[src/rtl/fp_add_pkg.sv]
// Shared constants and state encoding for the FP adder front-end sequencer.
package fp_add_pkg;

  localparam int EXPBITS      = 8;
  localparam int MANTISSABITS = 23;
  localparam int NBITS        = $clog2(MANTISSABITS);

  // Sequencer states; the encoding is visible on the debug state output.
  typedef enum logic [2:0] {
    S_IDLE      = 3'd0,
    S_ISSUE     = 3'd1,
    S_WAIT_SUM  = 3'd2,
    S_FIND      = 3'd3,
    S_WAIT_DONE = 3'd4
  } seq_state_t;

endpackage

[src/rtl/leading_one_finder.sv]
// Combinational leading-one detector over the unnormalized sum
// {carry, hidden, mantissa}. Reports whether any bit is set and the
// position of the most significant set bit (0 when the sum is zero).
module leading_one_finder #(
  parameter int MANTISSABITS = 23,
  localparam int NBITS       = $clog2(MANTISSABITS)
) (
  input  logic [MANTISSABITS+1:0] sum_i,
  output logic                    valid_o,
  output logic [NBITS-1:0]        index_o
);

  // Ascending scan: the highest set bit is the last one to write the index.
  always_comb begin
    valid_o = 1'b0;
    index_o = '0;
    for (int i = 0; i < MANTISSABITS + 2; i++) begin
      if (sum_i[i]) begin
        valid_o = 1'b1;
        index_o = NBITS'(i);
      end
    end
  end

endmodule

[src/rtl/fp_add_sequencer.sv]
// Front-end initiator for the FP adder Control block.
//
// Handshake: an operand pair transfers on a posedge where InValid and
// InReady are both high. InReady is high only in IDLE; outside IDLE the
// source must hold InValid and its operands until accepted. SumValid is
// only observed in WAIT_SUM and Done only in WAIT_DONE; elsewhere they
// are ignored.
//
// Issued values (ExpSet/ExpDiff, then FFOValid/FFOIndex) are held
// stable until Done, and clear on the edge that returns to IDLE.
module fp_add_sequencer #(
  parameter int EXPBITS      = fp_add_pkg::EXPBITS,
  parameter int MANTISSABITS = fp_add_pkg::MANTISSABITS,
  localparam int NBITS       = $clog2(MANTISSABITS),
  localparam int OPBITS      = EXPBITS + MANTISSABITS + 1
) (
  input  logic                    Clock,
  input  logic                    Reset,
  input  logic                    InValid,
  output logic                    InReady,
  input  logic [OPBITS-1:0]       OpA,
  input  logic [OPBITS-1:0]       OpB,
  output logic                    Go,
  output logic                    ExpSet,
  output logic [EXPBITS-1:0]      ExpDiff,
  input  logic                    SumValid,
  input  logic [MANTISSABITS+1:0] Sum,
  output logic                    FFOValid,
  output logic [NBITS-1:0]        FFOIndex,
  input  logic                    Done,
  output logic                    Busy,
  output logic [2:0]              DbgState
);

  import fp_add_pkg::*;

  seq_state_t               state_q;
  logic                     go_q;
  logic                     exp_set_q;
  logic [EXPBITS-1:0]       exp_diff_q;
  logic [MANTISSABITS+1:0]  sum_q;
  logic                     ffo_valid_q;
  logic [NBITS-1:0]         ffo_index_q;

  logic [EXPBITS-1:0]       exp_a;
  logic [EXPBITS-1:0]       exp_b;
  logic                     exp_set_d;
  logic [EXPBITS-1:0]       exp_diff_d;
  logic                     lof_valid;
  logic [NBITS-1:0]         lof_index;

  // Only the exponent fields matter to this block; signs and mantissas
  // travel down the datapath by other means.
  logic                     unused_op_bits;
  assign unused_op_bits = ^{OpA[OPBITS-1], OpA[MANTISSABITS-1:0],
                            OpB[OPBITS-1], OpB[MANTISSABITS-1:0]};

  // Exponent compare is done on the operands at the accept edge so that
  // ExpSet/ExpDiff are already valid in the ISSUE cycle alongside Go.
  always_comb begin
    exp_a      = OpA[OPBITS-2 -: EXPBITS];
    exp_b      = OpB[OPBITS-2 -: EXPBITS];
    exp_set_d  = (exp_a >= exp_b);
    exp_diff_d = exp_set_d ? (exp_a - exp_b) : (exp_b - exp_a);
  end

  leading_one_finder #(
    .MANTISSABITS(MANTISSABITS)
  ) u_lof (
    .sum_i   (sum_q),
    .valid_o (lof_valid),
    .index_o (lof_index)
  );

  // Sequencer FSM with registered outputs.
  always_ff @(posedge Clock) begin
    if (Reset) begin
      state_q     <= S_IDLE;
      go_q        <= 1'b0;
      exp_set_q   <= 1'b0;
      exp_diff_q  <= '0;
      sum_q       <= '0;
      ffo_valid_q <= 1'b0;
      ffo_index_q <= '0;
    end else begin
      case (state_q)
        S_IDLE: begin
          if (InValid) begin
            go_q       <= 1'b1;
            exp_set_q  <= exp_set_d;
            exp_diff_q <= exp_diff_d;
            state_q    <= S_ISSUE;
          end
        end
        S_ISSUE: begin
          go_q    <= 1'b0;
          state_q <= S_WAIT_SUM;
        end
        S_WAIT_SUM: begin
          if (SumValid) begin
            sum_q   <= Sum;
            state_q <= S_FIND;
          end
        end
        S_FIND: begin
          ffo_valid_q <= lof_valid;
          ffo_index_q <= lof_index;
          state_q     <= S_WAIT_DONE;
        end
        S_WAIT_DONE: begin
          if (Done) begin
            ffo_valid_q <= 1'b0;
            ffo_index_q <= '0;
            exp_set_q   <= 1'b0;
            exp_diff_q  <= '0;
            state_q     <= S_IDLE;
          end
        end
        default: begin
          go_q    <= 1'b0;
          state_q <= S_IDLE;
        end
      endcase
    end
  end

  // Status derived from the registered state only.
  always_comb begin
    InReady  = (state_q == S_IDLE);
    Busy     = (state_q != S_IDLE);
    DbgState = state_q;
    Go       = go_q;
    ExpSet   = exp_set_q;
    ExpDiff  = exp_diff_q;
    FFOValid = ffo_valid_q;
    FFOIndex = ffo_index_q;
  end

endmodule

[config.mk]
export PLATFORM = sky130hd
export DESIGN_NAME = fp_add_sequencer
export DESIGN_NICKNAME = d
export VERILOG_FILES = /design/src/rtl/fp_add_pkg.sv /design/src/rtl/leading_one_finder.sv /design/src/rtl/fp_add_sequencer.sv
export SDC_FILE = /design/constraint.sdc
export NUM_CORES = 1
export LEC_CHECK = 0
export ABC_CLOCK_PERIOD_IN_PS = 4000
export CORE_MARGIN = 2
export CORE_UTILIZATION = 35
export CTS_CLUSTER_SIZE = 12
export DETAILED_ROUTE_END_ITERATION = 16
export PLACE_DENSITY = 0.7
export SYNTH_ARGS = -nofsm -noshare
export SYNTH_HDL_FRONTEND = slang
export SYNTH_HIERARCHICAL = 1
export SYNTH_SLANG_ARGS = --single-unit
export TNS_END_PERCENT = 100
[constraint.sdc]
create_clock -name Clock -period 4 [get_ports Clock]
set_input_delay 0.4 -clock Clock [delete_from_list [all_inputs] [get_ports Clock]]
set_output_delay 0.4 -clock Clock [all_outputs]
set_load 0.1 [all_outputs]
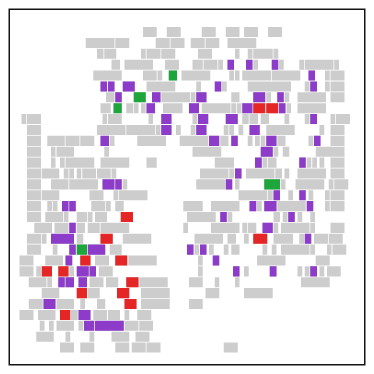
Figure 1: gate-type map.
(4 px per µm)
[purple] inverting AOI/OAI gates | cells: 68
[red] AND-OR and OR-AND gates | cells: 14
[green] AND and OR gates | cells: 5

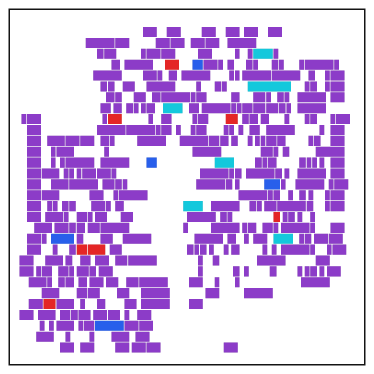
Figure 2: sizing map.
(4 px per µm)
[blue] drive 3 to 4 | cells: 5 | share: 1.3%
[cyan] drive 6 and up | cells: 6 | share: 1.6%
[red] drive 2 | cells: 7 | share: 1.9%
[purple] drive 1 or less | cells: 356 | share: 95%

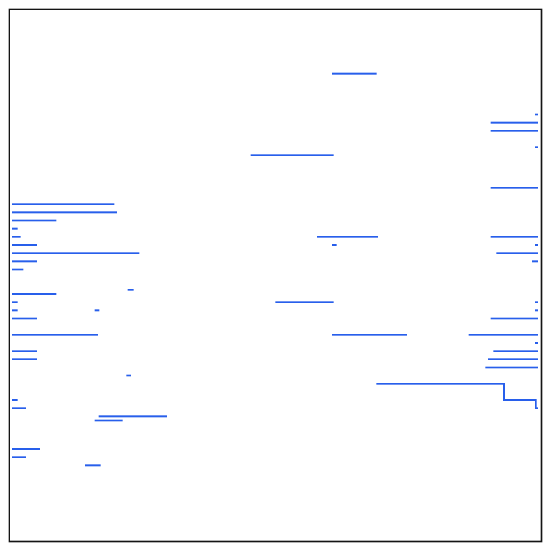
Figure 3: metal 3.
(6 px per µm)
wire length on this layer: 301 µm
share of all routed wire: 5.1%
nets with wire on the layer: 43
longest straight run: 21.2 µm
main direction: horizontal

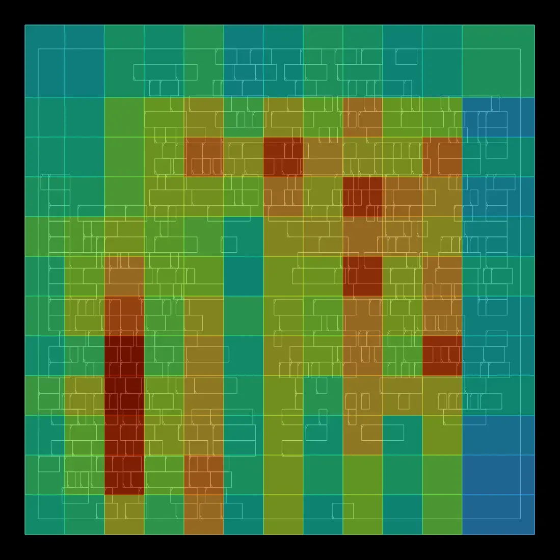
Figure 4: track usage over the die.
GRT met1 Usage: 0.1805
WL per Instance: 12.52 µm

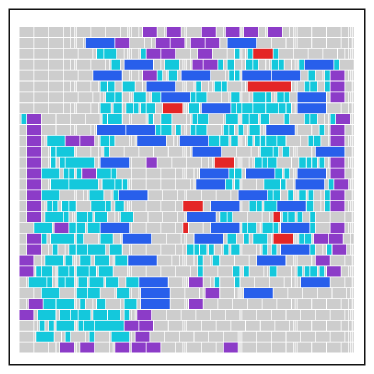
Figure 5: placed cells, one color a class.
(4 px per µm) Fill, decap, tap and diode cells in gray.
[red] clock drivers and dummy loads | cells: 8
[cyan] all other logic | cells: 254
[purple] other buffers and delay cells | cells: 68
[blue] flops | cells: 44

==> run_results.csv <==
group,metric,value,unit
power_and_ir_drop,finalPower,1.299,mW
final_layout,postLayoutCoreUtil,0.4859,
min_path,hold_path.class,"flip-flop to flip-flop",
placed_design,dp_hpwl,4515,µm
power_and_ir_drop,p_leak,1.319,nW
final_layout,seqCellArea,880.8,µm²
final_layout,clock_area_frac,0.03242,
min_path,min_delay_path_depth,2,
flow_run,maxCapViolCount,0,
floorplanning,io_pins,115,
route,drt_iter0_drc,59,
clocking,cts_buffer_depth,2,
synth,postSynthSeqShare,0.3527,
clocking,clkSlewWorstSetupHoldPaths,80,ps
placed_design,place_area,3212,µm²
final_layout,drive_gt1_frac,0.04813,
power_and_ir_drop,power_switching_share,0.3666,
synth,syn_nets,424,
setup_path,path_depth,11,
status,status,"finished, final reports clean",
synth,syn_area,2497,µm²
final_timing,drv_slew,0,
flow_run,warning_count,81,
final_timing,fin_skew,6.654,ps
synth,top_area_cell,"dfxtp_1",
placed_design,dp_slack,1006,ps
final_layout,dominant_cells,"logic gates",
floorplanning,dieHeight,88.47,µm
global_route,grt_use_total,0.1570,
setup_path,worst-path-buf-inv,3,
floorplanning,die_w,88.47,µm
synth,synthDistinctLibCells,45,
clocking,ctsResizeCount,0,
final_layout,fin_nets,484,
final_timing,final.setup.tns,0,ps
setup_path,crit_top_cell,"inv_1",
synth,yosysWarnings,6,
placed_design,portBuffers,66,
power_and_ir_drop,clkPwrFrac,0.255,
clocking,post_cts_buffers,0,
final_timing,hold_violations,0,
final_layout,seq_cell_count,44,
power_and_ir_drop,p_int,0.8228,mW
final_layout,final-nonclk-buf-share,0.2035,
route,finalWirelength,5886,µm
setup_path,crit_path_max_incr_delay,490,ps
worst reg2reg max path, delay by kind of cell (launching register included):
| family | cells | cell delay (ps) |
|---|---|---|
| compound gates | 1 | 80 |
| flops | 1 | 490 |
| simple gates | 3 | 1030 |
placed cells by master, fill, tap and decap left out, types with 3 or more instances in the layout:
cell type	n
a22o_1	6
dfxtp_1	44
nand2b_1	3
o21ai_0	6
xor2_1	3
a21o_1	5
ha_1	15
a31oi_1	5
nor3_1	4
a221oi_1	3
nand3_1	3
mux2i_1	7
nor2_1	27
clkbuf_8	5
nor4_1	6
nand4_1	3
a21oi_1	33
a22oi_1	6
nand2_1	58
xnor2_1	4
clkdlybuf4s50_1	66
inv_1	26
per-layer routing:
metal,global-route usage,up-vias,share of wire
met4,0.05510,0,0.017
met3,0.03825,11,0.051
met5,0,-,0
met1,0.1805,1064,0.45
li1,-,1197,-
met2,0.2830,54,0.48
sequential cells by signal, indices dropped and copies added (netlist names):
signal	count
ExpDiff	8
DbgState	3
sum_q	25
FFOIndex	5
Go	1
FFOValid	1
ExpSet	1
cell families (layout without fill, tap and decap cells):
logic type,Yosys count,after routing,synth area share
fa+ha+maj,17,17,0.09118
buf+inv,41,102,0.07565
compound gates,82,82,0.2250
flops,44,44,0.3527
xor+xnor,7,7,0.02455
simple gates,115,115,0.2029
mux,7,7,0.02806
power by group through the flow:
| stage | Combinational, mW | Sequential, mW | Clock (mW) |
|---|---|---|---|
| 3_5_place_dp | 0.475 | 0.503 | 0 |
| 3_3_place_gp | 0.468 | 0.503 | 0 |
| 6_report | 0.474 | 0.494 | 0.331 |
| 2_1_floorplan | 0.230 | 0.621 | 0 |
| 5_1_grt | 0.511 | 0.498 | 0.360 |
| 4_1_cts | 0.476 | 0.494 | 0.342 |
Power figures rest on the tool's default switching activity, not on a simulated workload.
